Run 1, sequential cells colored by netlist name:
Scale bar: 20 um.
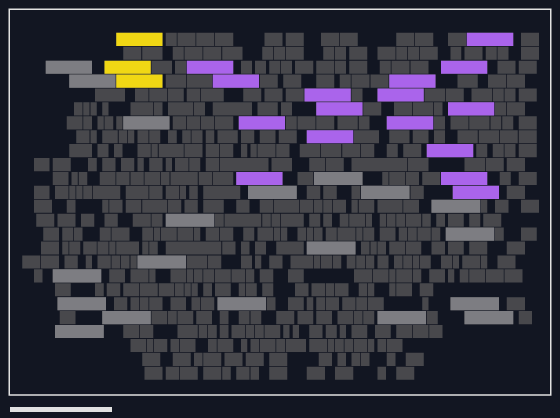
Run 1, clock nets:
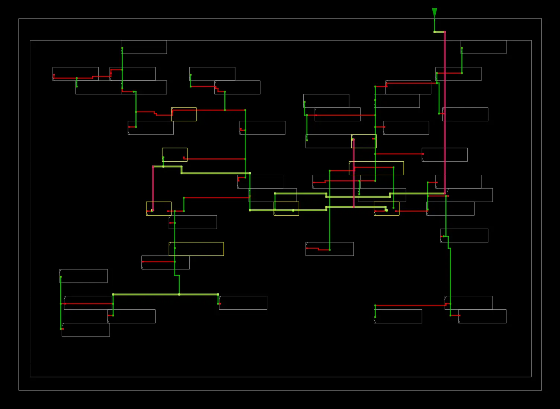
Run 1, signal wires by layer:
Two of the layers only.
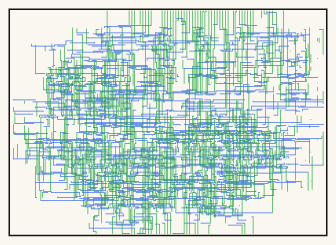
Run 1, a small window of the routed layout:
Window x 6 to 46, y 35 to 75 um. Cells in gray, sequential cells in the stronger gray; small squares are vias.
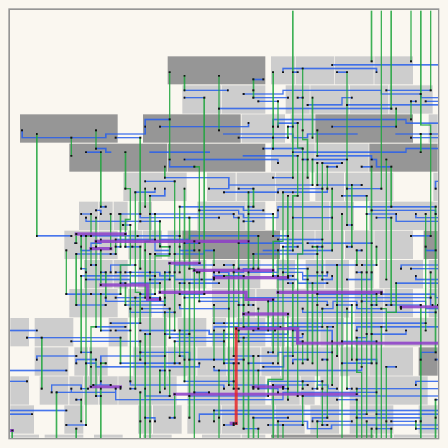
<file path="src/rtl/mem_seq_pkg.sv">
// Shared types for the memory access sequencer:
// op codes, sequencer states and write-source selects.
package mem_seq_pkg;

  typedef enum logic [2:0] {
    OP_LOAD  = 3'd0,
    OP_STORE = 3'd1,
    OP_PUSH  = 3'd2,
    OP_POP   = 3'd3,
    OP_CALL  = 3'd4,
    OP_RET   = 3'd5,
    OP_RTI   = 3'd6,
    OP_INT   = 3'd7
  } mem_op_e;

  typedef enum logic [2:0] {
    S_IDLE,
    S_CALL_LO,
    S_INT_LO,
    S_INT_FL,
    S_RET_HI,
    S_RTI_LO,
    S_RTI_HI
  } seq_state_e;

  localparam logic [1:0] WSRC_REG   = 2'b00;
  localparam logic [1:0] WSRC_PC_HI = 2'b01;
  localparam logic [1:0] WSRC_PC_LO = 2'b10;
  localparam logic [1:0] WSRC_FLAGS = 2'b11;

endpackage

</file>
<file path="src/rtl/memory_access_sequencer_stack_pointer_unit.sv">
// Stack pointer register with increment/decrement.
// Exposes sp+1 as the next pop address.
module stack_pointer_unit #(
  parameter int unsigned        ADDR_W  = 16,
  parameter logic [ADDR_W-1:0]  SP_INIT = '1
) (
  input  logic              clk,
  input  logic              reset,
  input  logic              inc,
  input  logic              dec,
  output logic [ADDR_W-1:0] sp,
  output logic [ADDR_W-1:0] sp_plus1
);

  logic [ADDR_W-1:0] sp_q;

  always_ff @(posedge clk or negedge reset) begin
    if (!reset) begin
      sp_q <= SP_INIT;
    end else if (inc) begin
      sp_q <= sp_q + ADDR_W'(1);
    end else if (dec) begin
      sp_q <= sp_q - ADDR_W'(1);
    end
  end

  assign sp       = sp_q;
  assign sp_plus1 = sp_q + ADDR_W'(1);

endmodule

</file>
<file path="src/rtl/memory_access_sequencer.sv">
// Memory-stage control: splits each memory op into
// single-word accesses and owns the stack pointer.
module memory_access_sequencer
  import mem_seq_pkg::*;
#(
  parameter int unsigned       ADDR_W  = 16,
  parameter int unsigned       DATA_W  = 16,
  parameter int unsigned       PC_W    = 2 * DATA_W,
  parameter int unsigned       FLAG_W  = 3,
  parameter logic [ADDR_W-1:0] SP_INIT = 16'hFFFF
) (
  input  logic              clk,
  input  logic              reset,
  input  logic              op_valid,
  input  logic [2:0]        op_code,
  input  logic [ADDR_W-1:0] ea,
  input  logic [PC_W-1:0]   pc,
  input  logic [FLAG_W-1:0] flags,
  input  logic [DATA_W-1:0] mem_rdata,
  output logic              memory_read,
  output logic              memory_write,
  output logic [ADDR_W-1:0] memory_address,
  output logic [1:0]        memory_write_src_select,
  output logic              stall,
  output logic              done,
  output logic              pc_load,
  output logic [PC_W-1:0]   pc_out,
  output logic              flags_load,
  output logic [FLAG_W-1:0] flags_out,
  output logic [ADDR_W-1:0] sp
);

  seq_state_e        state, nxt;
  mem_op_e           op;
  logic              sp_inc, sp_dec;
  logic              lo_en, fl_en;
  logic [ADDR_W-1:0] sp_plus1;
  logic [DATA_W-1:0] lo_latch;
  logic [FLAG_W-1:0] fl_latch;

  // pc and flags are held stable by the stall, so
  // only the write-source select leaves this block.
  logic unused_ok;
  assign unused_ok = ^{pc, flags};

  assign op = mem_op_e'(op_code);

  stack_pointer_unit #(
    .ADDR_W  (ADDR_W),
    .SP_INIT (SP_INIT)
  ) u_sp (
    .clk      (clk),
    .reset    (reset),
    .inc      (sp_inc),
    .dec      (sp_dec),
    .sp       (sp),
    .sp_plus1 (sp_plus1)
  );

  always_ff @(posedge clk or negedge reset) begin
    if (!reset) begin
      state    <= S_IDLE;
      lo_latch <= '0;
      fl_latch <= '0;
    end else begin
      state <= nxt;
      if (lo_en) lo_latch <= mem_rdata;
      if (fl_en) fl_latch <= mem_rdata[FLAG_W-1:0];
    end
  end

  always_comb begin
    nxt                     = state;
    memory_read             = 1'b0;
    memory_write            = 1'b0;
    memory_address          = '0;
    memory_write_src_select = WSRC_REG;
    stall                   = 1'b0;
    done                    = 1'b0;
    pc_load                 = 1'b0;
    flags_load              = 1'b0;
    sp_inc                  = 1'b0;
    sp_dec                  = 1'b0;
    lo_en                   = 1'b0;
    fl_en                   = 1'b0;
    if (reset) begin
      unique case (state)
        S_IDLE: begin
          if (op_valid) begin
            unique case (op)
              OP_LOAD: begin
                memory_read    = 1'b1;
                memory_address = ea;
                done           = 1'b1;
              end
              OP_STORE: begin
                memory_write   = 1'b1;
                memory_address = ea;
                done           = 1'b1;
              end
              OP_PUSH: begin
                memory_write   = 1'b1;
                memory_address = sp;
                sp_dec         = 1'b1;
                done           = 1'b1;
              end
              OP_POP: begin
                memory_read    = 1'b1;
                memory_address = sp_plus1;
                sp_inc         = 1'b1;
                done           = 1'b1;
              end
              OP_CALL, OP_INT: begin
                memory_write            = 1'b1;
                memory_address          = sp;
                memory_write_src_select = WSRC_PC_HI;
                sp_dec                  = 1'b1;
                stall                   = 1'b1;
                nxt = (op == OP_CALL) ? S_CALL_LO : S_INT_LO;
              end
              OP_RET: begin
                memory_read    = 1'b1;
                memory_address = sp_plus1;
                sp_inc         = 1'b1;
                lo_en          = 1'b1;
                stall          = 1'b1;
                nxt            = S_RET_HI;
              end
              OP_RTI: begin
                memory_read    = 1'b1;
                memory_address = sp_plus1;
                sp_inc         = 1'b1;
                fl_en          = 1'b1;
                stall          = 1'b1;
                nxt            = S_RTI_LO;
              end
            endcase
          end
        end
        S_CALL_LO, S_INT_LO: begin
          memory_write            = 1'b1;
          memory_address          = sp;
          memory_write_src_select = WSRC_PC_LO;
          sp_dec                  = 1'b1;
          if (state == S_CALL_LO) begin
            done = 1'b1;
            nxt  = S_IDLE;
          end else begin
            stall = 1'b1;
            nxt   = S_INT_FL;
          end
        end
        S_INT_FL: begin
          memory_write            = 1'b1;
          memory_address          = sp;
          memory_write_src_select = WSRC_FLAGS;
          sp_dec                  = 1'b1;
          done                    = 1'b1;
          nxt                     = S_IDLE;
        end
        S_RTI_LO: begin
          memory_read    = 1'b1;
          memory_address = sp_plus1;
          sp_inc         = 1'b1;
          lo_en          = 1'b1;
          stall          = 1'b1;
          nxt            = S_RTI_HI;
        end
        S_RET_HI, S_RTI_HI: begin
          memory_read    = 1'b1;
          memory_address = sp_plus1;
          sp_inc         = 1'b1;
          pc_load        = 1'b1;
          flags_load     = (state == S_RTI_HI);
          done           = 1'b1;
          nxt            = S_IDLE;
        end
        default: nxt = S_IDLE;
      endcase
    end
  end

  assign pc_out    = pc_load ? {mem_rdata, lo_latch} : '0;
  assign flags_out = flags_load ? fl_latch : '0;

endmodule

</file>
<file path="config.mk">
export PLATFORM = sky130hd
export DESIGN_NAME = memory_access_sequencer
export DESIGN_NICKNAME = d
export VERILOG_FILES = /design/src/rtl/mem_seq_pkg.sv /design/src/rtl/memory_access_sequencer_stack_pointer_unit.sv /design/src/rtl/memory_access_sequencer.sv
export SDC_FILE = /design/constraint.sdc
export NUM_CORES = 1
export LEC_CHECK = 0
export CAP_MARGIN = 20
export CORE_ASPECT_RATIO = 0.7
export CORE_MARGIN = 2
export CORE_UTILIZATION = 46
export CTS_CLUSTER_DIAMETER = 120
export DETAILED_ROUTE_END_ITERATION = 12
export PLACE_DENSITY = 0.87
export SETUP_SLACK_MARGIN = 0.15
export SLEW_MARGIN = 10
export SYNTH_ARGS = -nofsm -noshare
export SYNTH_HDL_FRONTEND = slang
export SYNTH_SLANG_ARGS = --single-unit
</file>
<file path="constraint.sdc">
create_clock -name clk -period 4 [get_ports clk]
set_input_delay 0.8 -clock clk [delete_from_list [all_inputs] [get_ports clk]]
set_output_delay 0.8 -clock clk [all_outputs]
set_load 0.02 [all_outputs]
</file>
==> flow_summary.yaml, run 1 <==
# implementation run metrics
floorplan:
  die_width_um: 106
  ios: 148
  die-height_um: 75.1
  core_area_um2: 6880
global_routing:
  layer_with_the_highest_usage: "met2"
  global_route.usage.met1: 0.395
  grt_use_total: 0.285
  grt_first_pass_wirelength_um: 18000
worst_setup_path:
  timing.critical_path.buf_inv: 3
  worst_setup_path_start_kind: "input port"
  worstSetupEndpointType: "output port"
power_and_ir_drop:
  clkPwrFrac: 0.145
  dominant_power_group: "combinational logic"
drt:
  drt_iter0_drc: 413
  detailedRoute.firstPassIterationCount: 5
  drtAntennaViolNets: 0
  total_number_of_vias: 3953
  drt-vias-per-instance: 6.37
yosys:
  synthAoiAreaFrac: 0.249
  synth.distinct_cells: 70
  flip_flops_with_a_built_in_enable: 0
  synth.cells.most_frequent: "34 x and3_1, 31 x a21oi_1, 27 x clkbuf_1"
  yosysMostFrequentCell: "and3_1"
  synth_xor_xnor_area_share: 0.0237
  fa_ha_area_frac: 0.0188
  seq_area_frac_synth: 0.292
clock_network:
  cts_tree: "done"
  cell_at_the_root_of_the_clock_tree: "clkbuf_8"
  cts.path.max_buffers: 2
cells_and_area:
  nNetsFinal: 604
  final-instance-count-excl-fill: 621
  postLayoutCoreUtil: 0.710
placement:
  place.detailed.hpwl_um: 8350
  buffer_ports.inserted: 112
  dp.cells: 606
outcome:
  status: "completed"
final_timing:
  rsz0062_at_grt: "false"
  worst_slew_pin_slew_ns: 0.967
min_path:
  path_type_of_the_worst_min_delay_path: "input port to asynchronous set/reset pin"
About 'sequential cells colored by netlist name':
| name in the netlist | color | sequential cells |
|---|---|---|
| `lo_latch` | purple | 16 |
| `fl_latch` | yellow | 3 |

About 'clock nets':
Max Clock Skew: 0.00606 ns
Clk Latency, worst-skew pair: 0.30 ns
Num CTS Buffers: 5
clock net sink count: 38

About 'signal wires by layer':
| layer | color | wire length |
|---|---|---|
| metal 2 | green | 5440 um |
| metal 1 | blue | 4800 um |

About 'a small window of the routed layout':
| layer | color |
|---|---|
| metal 3 | purple |
| metal 1 | blue |
| metal 2 | green |
| metal 4 | red |
most frequent: buf_4 (19), clkdlybuf4s50_1 (10)
sequential cells in the window: 8
netlist names of flops here include: `fl_latch` (3), `state` (3), `lo_latch` (2)
cells with their middle in the window: 113

## run 1: final timing paths
| check | startpoint | endpoint | slack (ns) | cells past startpoint |
|---|---|---|---|---|
| min in group clk | lo_latch[5] | lo_latch[5] | 0.50 | 1 |
| worst max-delay path | op_code[1] | memory_address[9] | 0.24 | 8 |
| max in group asynchronous | reset | u_sp.sp[8] | 2.82 | 2 |
| worst min register to register | lo_latch[5] | lo_latch[5] | 0.50 | 1 |
| worst min-delay path | reset | state[0] | 0.37 | 1 |
| worst max register to register | state[0] | u_sp.sp[4] | 1.14 | 10 |
## run 1: registers in the layout (all words and copies together), names as in the netlist
signal    cells
fl_latch      3
lo_latch     16
state         3
u_sp.sp      16
Run 1, wires at chosen ports, followed through buffers:
Scale bar: 20 um.
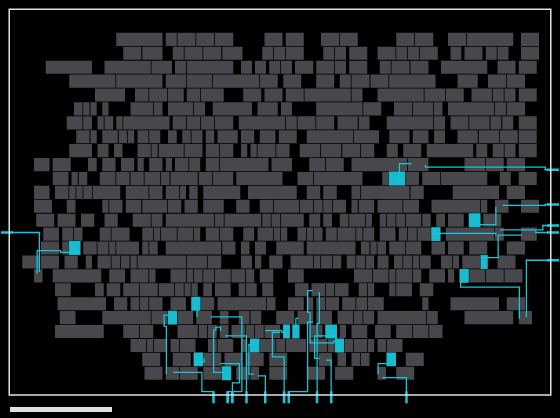

--- run 2 (diff from run 1) ---
- GPL_TIMING_DRIVEN: not set -> 0
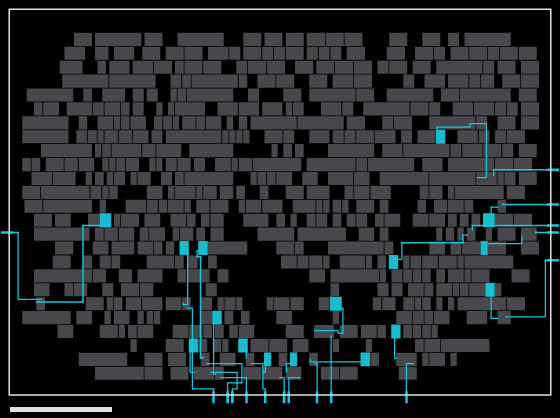
Run 2: wires at chosen ports, followed through buffers
Scale bar: 20 um.
| port | color | bits | direction | end cells | buffers | wire |
|---|---|---|---|---|---|---|
| `memory_address` | cyan | 16 | output | 16 | 16 | 359 um |

==> flow_summary.yaml, run 2 <==
# implementation run metrics
outcome:
  status: "completed"
yosys:
  synth.cells.most_frequent: "34 x and3_1, 31 x a21oi_1, 27 x clkbuf_1"
  fa_ha_area_frac: 0.0188
  synth_xor_xnor_area_share: 0.0237
  yosysMostFrequentCell: "and3_1"
  synthAoiAreaFrac: 0.249
  synth.distinct_cells: 70
clock_network:
  cts.path.max_buffers: 2
  clk_latency_ns: 0.31
  cts_buffers: 5
  cts_tree: "done"
  clock_sinks: 38
  cell_at_the_root_of_the_clock_tree: "clkbuf_8"
global_routing:
  grt_first_pass_wirelength_um: 19700
  grt_use_total: 0.323
drt:
  total_number_of_vias: 4001
  drt_iter0_drc: 371
  detailedRoute.firstPassIterationCount: 5
  drt-vias-per-instance: 6.50
  drtAntennaViolNets: 0
worst_setup_path:
  worstSetupEndpointType: "output port"
  timing.critical_path.buf_inv: 3
  r2r_start: "state[2]"
  worstReg2RegEnd: "u_sp.sp[13]"
final_timing:
  finClkSkew_ns: 0.0108
power_and_ir_drop:
  dominant_power_group: "combinational logic"
min_path:
  path_type_of_the_worst_min_delay_path: "input port to asynchronous set/reset pin"
cells_and_area:
  nNetsFinal: 599
placement:
  place.detailed.hpwl_um: 9560
floorplan:
  ios: 148
  core_area_um2: 6880
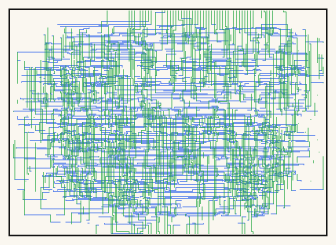
Run 2: signal wires by layer
Two of the layers only.
| layer | color | wire length |
|---|---|---|
| metal 1 | blue | 5600 um |
| metal 2 | green | 5770 um |

[run 2: how the worst max path moves through the flow]
stage,startpoint,endpoint,slack [ns],depth (start not counted)
2_1_floorplan,op_valid,memory_address[15],0.73,6
3_3_place_gp,reset,pc_out[25],-1.37,6
3_5_place_dp,op_valid,memory_address[15],-0.64,7
4_1_cts,op_code[2],memory_address[4],0.16,8
5_1_grt,state[2],memory_address[9],0.12,9
6_report,op_valid,memory_address[15],0.28,8
[run 2: layer usage]
metal  wire [um]  vias up  share of wire  global-route usage
li1            -     1764              -                   -
met1        5600     1914           0.42               0.449
met2        5770      275           0.44               0.493
met3        1490       48           0.11              0.0753
met4         318        0          0.024               0.121
met5           0        -              0              0.0298
